--- src/rtl/seq_multiplier16_if.sv ---
// seq_multiplier16_if
// Handshake/operand bundle for the sequential 16x16 multiplier.
//   a, b  : 16-bit operands, sampled on the accepting edge only
//   load  : start request, level-sampled every edge
//   p     : 32-bit registered product
//   done  : registered, high while p holds a valid product
//   busy  : registered, high while a multiplication is in flight
// Modports: master drives operands/load; slave (the multiplier) drives results.
interface seq_multiplier16_if;
  logic [15:0] a;
  logic [15:0] b;
  logic        load;
  logic [31:0] p;
  logic        done;
  logic        busy;

  modport master (output a, output b, output load,
                  input  p, input  done, input  busy);
  modport slave  (input  a, input  b, input  load,
                  output p, output done, output busy);
endinterface

--- src/rtl/seq_multiplier16.sv ---
// seq_multiplier16
// Sequential 16x16 shift-and-add multiplier with a load/done handshake.
// One multiplier bit is retired per clock; the product appears 16 edges
// after the accepting edge, with done raised in the same cycle.
// Ports:
//   clk   : rising-edge clock
//   Reset : synchronous, active-high; overrides every other input
//   bus   : seq_multiplier16_if.slave (a, b, load in; p, done, busy out)
// Optional feature: define MUL_SIGNED_EN for two's-complement operands
// (magnitudes are multiplied and the product negated when signs differ).
// Without the macro the block is unsigned only and carries no sign logic.
module seq_multiplier16 (
  input  logic                 clk,
  input  logic                 Reset,
  seq_multiplier16_if.slave    bus
);

  typedef enum logic [0:0] {
    ST_IDLE = 1'b0,
    ST_CALC = 1'b1
  } state_t;

  state_t      state_r;
  logic [15:0] acc_r;
  logic [15:0] mplr_r;
  logic [15:0] mcand_r;
  logic [3:0]  count_r;
  logic [31:0] p_r;
  logic        done_r;
  logic        busy_r;

  logic [16:0] sum_s;
  logic [31:0] prod_s;
  logic [31:0] result_s;
  logic [15:0] mcand_in_s;
  logic [15:0] mplr_in_s;

`ifdef MUL_SIGNED_EN
  logic        sign_r;

  // Two's-complement magnitude as unsigned; 0x8000 maps to itself.
  function automatic logic [15:0] mag16(input logic [15:0] v);
    if (v[15]) begin
      mag16 = 16'd0 - v;
    end else begin
      mag16 = v;
    end
  endfunction
`endif

  // Operand conditioning at accept time (magnitudes in the signed build).
  always_comb begin
`ifdef MUL_SIGNED_EN
    mcand_in_s = mag16(bus.a);
    mplr_in_s  = mag16(bus.b);
`else
    mcand_in_s = bus.a;
    mplr_in_s  = bus.b;
`endif
  end

  // One shift-and-add step; the carry out of the add lands in bit 31
  // of the shifted {acc, mplr} pair.
  always_comb begin
    sum_s    = 17'd0;
    prod_s   = 32'd0;
    result_s = 32'd0;
    if (mplr_r[0]) begin
      sum_s = {1'b0, acc_r} + {1'b0, mcand_r};
    end else begin
      sum_s = {1'b0, acc_r};
    end
    prod_s = {sum_s, mplr_r[15:1]};
`ifdef MUL_SIGNED_EN
    if (sign_r) begin
      result_s = 32'd0 - prod_s;
    end else begin
      result_s = prod_s;
    end
`else
    result_s = prod_s;
`endif
  end

  // Control FSM and datapath registers.
  always_ff @(posedge clk) begin
    if (Reset) begin
      state_r <= ST_IDLE;
      acc_r   <= 16'd0;
      mplr_r  <= 16'd0;
      mcand_r <= 16'd0;
      count_r <= 4'd0;
      p_r     <= 32'd0;
      done_r  <= 1'b0;
      busy_r  <= 1'b0;
`ifdef MUL_SIGNED_EN
      sign_r  <= 1'b0;
`endif
    end else begin
      case (state_r)
        ST_IDLE: begin
          if (bus.load) begin
            mcand_r <= mcand_in_s;
            mplr_r  <= mplr_in_s;
            acc_r   <= 16'd0;
            count_r <= 4'd0;
            done_r  <= 1'b0;
            busy_r  <= 1'b1;
`ifdef MUL_SIGNED_EN
            sign_r  <= bus.a[15] ^ bus.b[15];
`endif
            state_r <= ST_CALC;
          end else begin
            state_r <= ST_IDLE;
          end
        end
        ST_CALC: begin
          // load is deliberately ignored here; the operation runs to completion
          acc_r   <= prod_s[31:16];
          mplr_r  <= prod_s[15:0];
          count_r <= count_r + 4'd1;
          if (count_r == 4'd15) begin
            p_r     <= result_s;
            done_r  <= 1'b1;
            busy_r  <= 1'b0;
            state_r <= ST_IDLE;
          end else begin
            state_r <= ST_CALC;
          end
        end
        default: begin
          state_r <= ST_IDLE;
          busy_r  <= 1'b0;
          done_r  <= 1'b0;
        end
      endcase
    end
  end

  assign bus.p    = p_r;
  assign bus.done = done_r;
  assign bus.busy = busy_r;

endmodule

--- src/flat_wrapper.sv ---
// flat-port wrapper written by rule: the top's interface ports become plain ports
module seq_multiplier16_flat 
  (clk, Reset, bus_a, bus_b, bus_load, bus_p, bus_done, bus_busy);
  seq_multiplier16_if bus_i ();
  input  logic clk;
  input  logic Reset;
  input wire logic [$bits(bus_i.a)-1:0] bus_a;
  input wire logic [$bits(bus_i.b)-1:0] bus_b;
  input wire logic [$bits(bus_i.load)-1:0] bus_load;
  output wire logic [$bits(bus_i.p)-1:0] bus_p;
  output wire logic [$bits(bus_i.done)-1:0] bus_done;
  output wire logic [$bits(bus_i.busy)-1:0] bus_busy;
  assign bus_i.a = bus_a;
  assign bus_i.b = bus_b;
  assign bus_i.load = bus_load;
  assign bus_p = bus_i.p;
  assign bus_done = bus_i.done;
  assign bus_busy = bus_i.busy;
  seq_multiplier16 u_core (.clk(clk), .Reset(Reset), .bus(bus_i));
endmodule
--- config.mk ---
export PLATFORM = sky130hd
export DESIGN_NAME = seq_multiplier16_flat
export DESIGN_NICKNAME = d
export VERILOG_FILES = /design/src/rtl/seq_multiplier16_if.sv /design/src/rtl/seq_multiplier16.sv /design/src/flat_wrapper.sv
export SDC_FILE = /design/constraint.sdc
export NUM_CORES = 1
export LEC_CHECK = 0
export CORE_MARGIN = 3
export CORE_UTILIZATION = 53
export DETAILED_ROUTE_END_ITERATION = 8
export PLACE_DENSITY = 0.79
export SYNTH_ARGS = -nofsm -noshare
export SYNTH_HDL_FRONTEND = slang
export SYNTH_SLANG_ARGS = --single-unit
--- constraint.sdc ---
create_clock -name clk -period 2.66 [get_ports clk]
set_clock_uncertainty 0.2 [all_clocks]
set_input_delay 0.665 -clock clk [delete_from_list [all_inputs] [get_ports clk]]
set_output_delay 0.665 -clock clk [all_outputs]
set_load 0.01 [all_outputs]
### Signal wires by layer, run 1

Scale: 3 px per um. Two of the layers only.
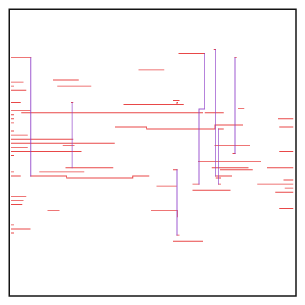
| layer | colour | wire length |
|---|---|---|
| M4 | purple | 221 um |
| M3 | red | 548 um |
final wirelength: 10.2 mm
overall routing resource usage: 23.4%
vias: 3734
Wirelength per Cell: 15.1 um

### M4 wires, run 1

Scale: 4 px per um.
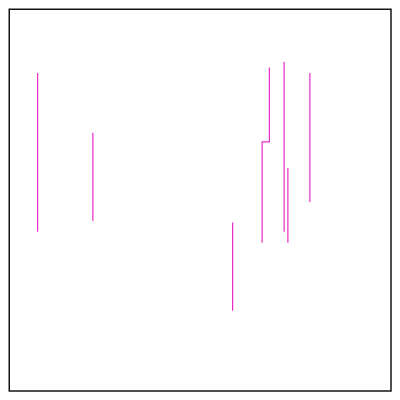
nets with wire on the layer: 6
wire length on this layer: 221 um
longest straight run: 42.2 um

==> flow_summary.ini, run 1 <==
; flow metrics
[sta]
tightestPinTransition_ps = 692
rsz0062_at_grt = false
fin_crit_ps = 2480
timing.hold.ws_ps = 258
fin_crit_sh_pct = 93.2
setup-tns-final_ps = 0

[power]
power_frac_clock_pct = 36.4
switching_share_pct = 26.1
p_seq_mw = 1.37
power.leakage_nw = 2.02
power_density_mw_per_mm2 = 505
top_power_group = registers

[logic_synthesis]
async_flop_share_pct = 0
ys_seq_share_pct = 41.4
synth.top_cell.area_share_pct = 41.4
syn_inst = 506
synth_cell_types = 48
synth_adder_area_share_pct = 5.53
mux_area_share_pct = 6.96
yosys-stat-cells = 506
synth_flop_count = 87
synth.area.top_cells = dfxtp_1 41%, a21oi_1 9.4%, nand2_1 7.2%
syn-num-nets = 559
ys_warn_count = 0

[clock_network]
clock_path_buffers = 2
cts.sinks = 87
cts_tree = done
cts_setup_buffers = 0
cts_root_buffer = clkbuf_8

[route]
viasPerCell = 5.55
first_pass_iters = 4
drtAntennaViolNets = 0
wl_met3_um = 547

[final_layout]
finish.utilization_pct = 69.9
nNonClkBuffers = 85
final_cell_area_mm2 = 0.00523
largest_reg_flops = 32

[global_routing]
grt_max_degree = 70

[die]
n_tap_cell = 99
io-pin-count = 69

[critical_path]
cp-start-kind = flip-flop
crit_fanout = 4
cp_num_buf_inv = 0
max_stage_delay_ps = 430
r2r_start = u_core.acc_r[1]
r2r_end = u_core.acc_r[8]
arrival_ps = 2550
cpLargestDelayFamily = AND-OR/OR-AND gates
cp.depth = 8
crit_chain = ha_1 -> a21o_1 -> nand2_1 -> o211ai_2 -> a211o_1 -> a21oi_1 -> mux2_2 -> a311oi_2
critPathCapture = u_core.acc_r[8]

[worst_hold_path]
min_path_cells = 2
hold_start = u_core.bus.p[0]

[run_status]
status = finished clean

[place]
place_area_mm2 = 0.00501
### Pin map, run 1

Scale: 4 px per um. Pins as bars across the die edge, other pins in grey.
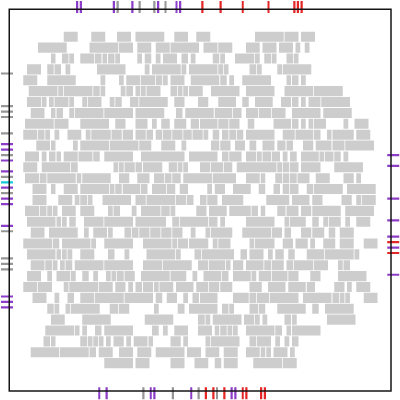
| port | colour | pins | direction | edge |
|---|---|---|---|---|
| bus_p | purple | 32 | output | 11 left, 7 top, 7 bottom, 7 right |
| bus_a | red | 16 | input | 7 bottom, 7 top, 2 right |
| bus_done | cyan | 1 | output | left |
Die Wd: 95.1 um
Chip Height: 95.1 um
I/O Buffers: 68

### Logic cells by family, run 1

Scale: 4 px per um.
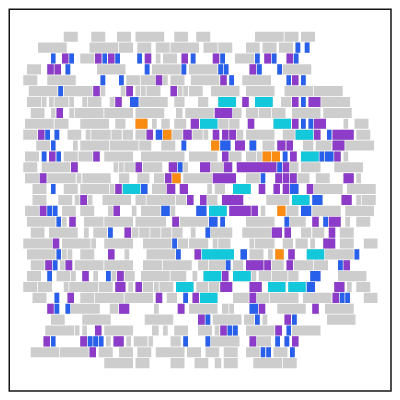
| family | colour | cells |
|---|---|---|
| aoi and oai cells | purple | 122 |
| nand cells | blue | 97 |
| and/or cells | orange | 8 |
| fa/ha/maj cells | cyan | 18 |
combinational share of cell area: 44.5%
most numerous logic cell after layout: dfxtp_1

==> run 1 -> run 2 <==
--- a/config.mk
+++ b/config.mk
@@ -8,6 +8,7 @@
 export CORE_MARGIN = 3
 export CORE_UTILIZATION = 53
 export DETAILED_ROUTE_END_ITERATION = 8
+export HOLD_SLACK_MARGIN = 0.15
 export PLACE_DENSITY = 0.79
 export SYNTH_ARGS = -nofsm -noshare
 export SYNTH_HDL_FRONTEND = slang
### The clock network, run 2

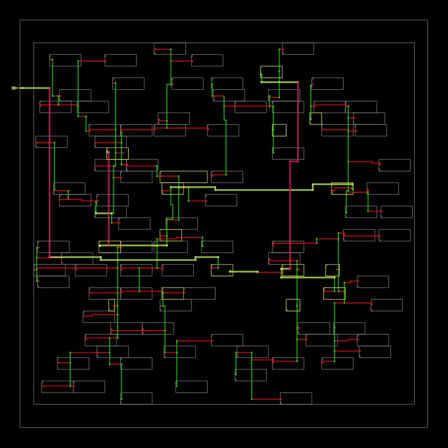
Clock Power: 0.960 mW
Clock Latency Late Sink: 370 ps
cts bufs inserted: 9

### M4 wires, run 2

Scale: 4 px per um.
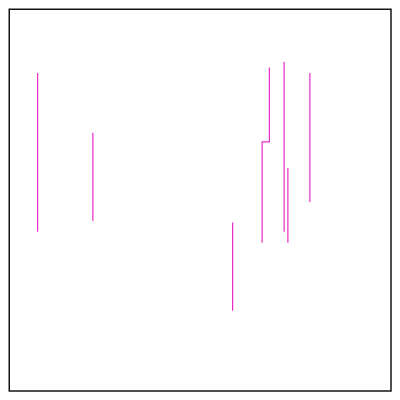
main direction: vertical
longest straight run: 42.2 um
nets with wire on the layer: 6

==> flow_summary.ini, run 2 <==
; flow metrics
[die]
n_tap_cell = 99
io-pin-count = 69
die_h_um = 95.1
fp_util_pct = 56.2
fp-row-count = 31
die-width_um = 95.1

[final_layout]
largest_class = logic gates
largest_reg_flops = 32
nNonClkBuffers = 85
comb_area_share_pct = 44.5
final_cell_area_mm2 = 0.00523
finish.utilization_pct = 69.9
nClkBuffers = 11
lay_top_count = dfxtp_1
seq_cells = 87

[logic_synthesis]
mux_area_share_pct = 6.96
synth.area.top_cells = dfxtp_1 41%, a21oi_1 9.4%, nand2_1 7.2%
synth_cell_types = 48
ys_warn_count = 0
ys_seq_share_pct = 41.4
yosys-stat-cells = 506
synth_adder_area_share_pct = 5.53
syn-num-nets = 559
yosysMostFrequentCell = dfxtp_1
async_flop_share_pct = 0
ys_sh_xor_pct = 2.50
synth.top_cell.area_share_pct = 41.4
synth_flop_count = 87
syn_inst = 506
yosys.area.top_type = dfxtp_1

[route]
drt-total-wl_mm = 10.2
wl_met3_um = 547
drtAntennaViolNets = 0
first_pass_iters = 4
vias = 3734
avgRoutedWirePerCell_um = 15.1
viasPerCell = 5.55

[sta]
rsz0062_at_grt = false
tightestPinTransition_ps = 692
fin_crit_sh_pct = 93.2
max_freq_mhz = 403
setup-tns-final_ps = 0
timing.hold.ws_ps = 258
fin_crit_ps = 2480

[critical_path]
r2r_slack_ps = 180
r2r_start = u_core.acc_r[1]
crit_fanout = 4
cp-start-kind = flip-flop
cp.depth = 8
r2r_end = u_core.acc_r[8]
max_stage_delay_ps = 430
critPathCapture = u_core.acc_r[8]
cpLargestDelayFamily = AND-OR/OR-AND gates
arrival_ps = 2550
crit_chain = ha_1 -> a21o_1 -> nand2_1 -> o211ai_2 -> a211o_1 -> a21oi_1 -> mux2_2 -> a311oi_2
cp_num_buf_inv = 0

[power]
power_frac_clock_pct = 36.4
p_seq_mw = 1.37
power.leakage_nw = 2.02
switching_share_pct = 26.1
finalPower_mw = 2.64
power_density_mw_per_mm2 = 505
top_power_group = registers

[worst_hold_path]
hold_start = u_core.bus.p[0]
min_path_cells = 2
timing.hold.worst.class = flip-flop to flip-flop

[clock_network]
cts_tree = done
ctsResizeCount = 0
clock_path_buffers = 2
cts_root_buffer = clkbuf_8
cts.sinks = 87
cts_setup_buffers = 0

[flow_run]
warnings = 26

[global_routing]
grt_max_degree = 70
gr-usage-met1_pct = 28.8
gr-total-overflow = 0
grt_use_total_pct = 23.4

[place]
place_area_mm2 = 0.00501
dp.cells = 656
io_buffers = 68

[run_status]
status = finished clean
Power is estimated from default activity; no workload was simulated.
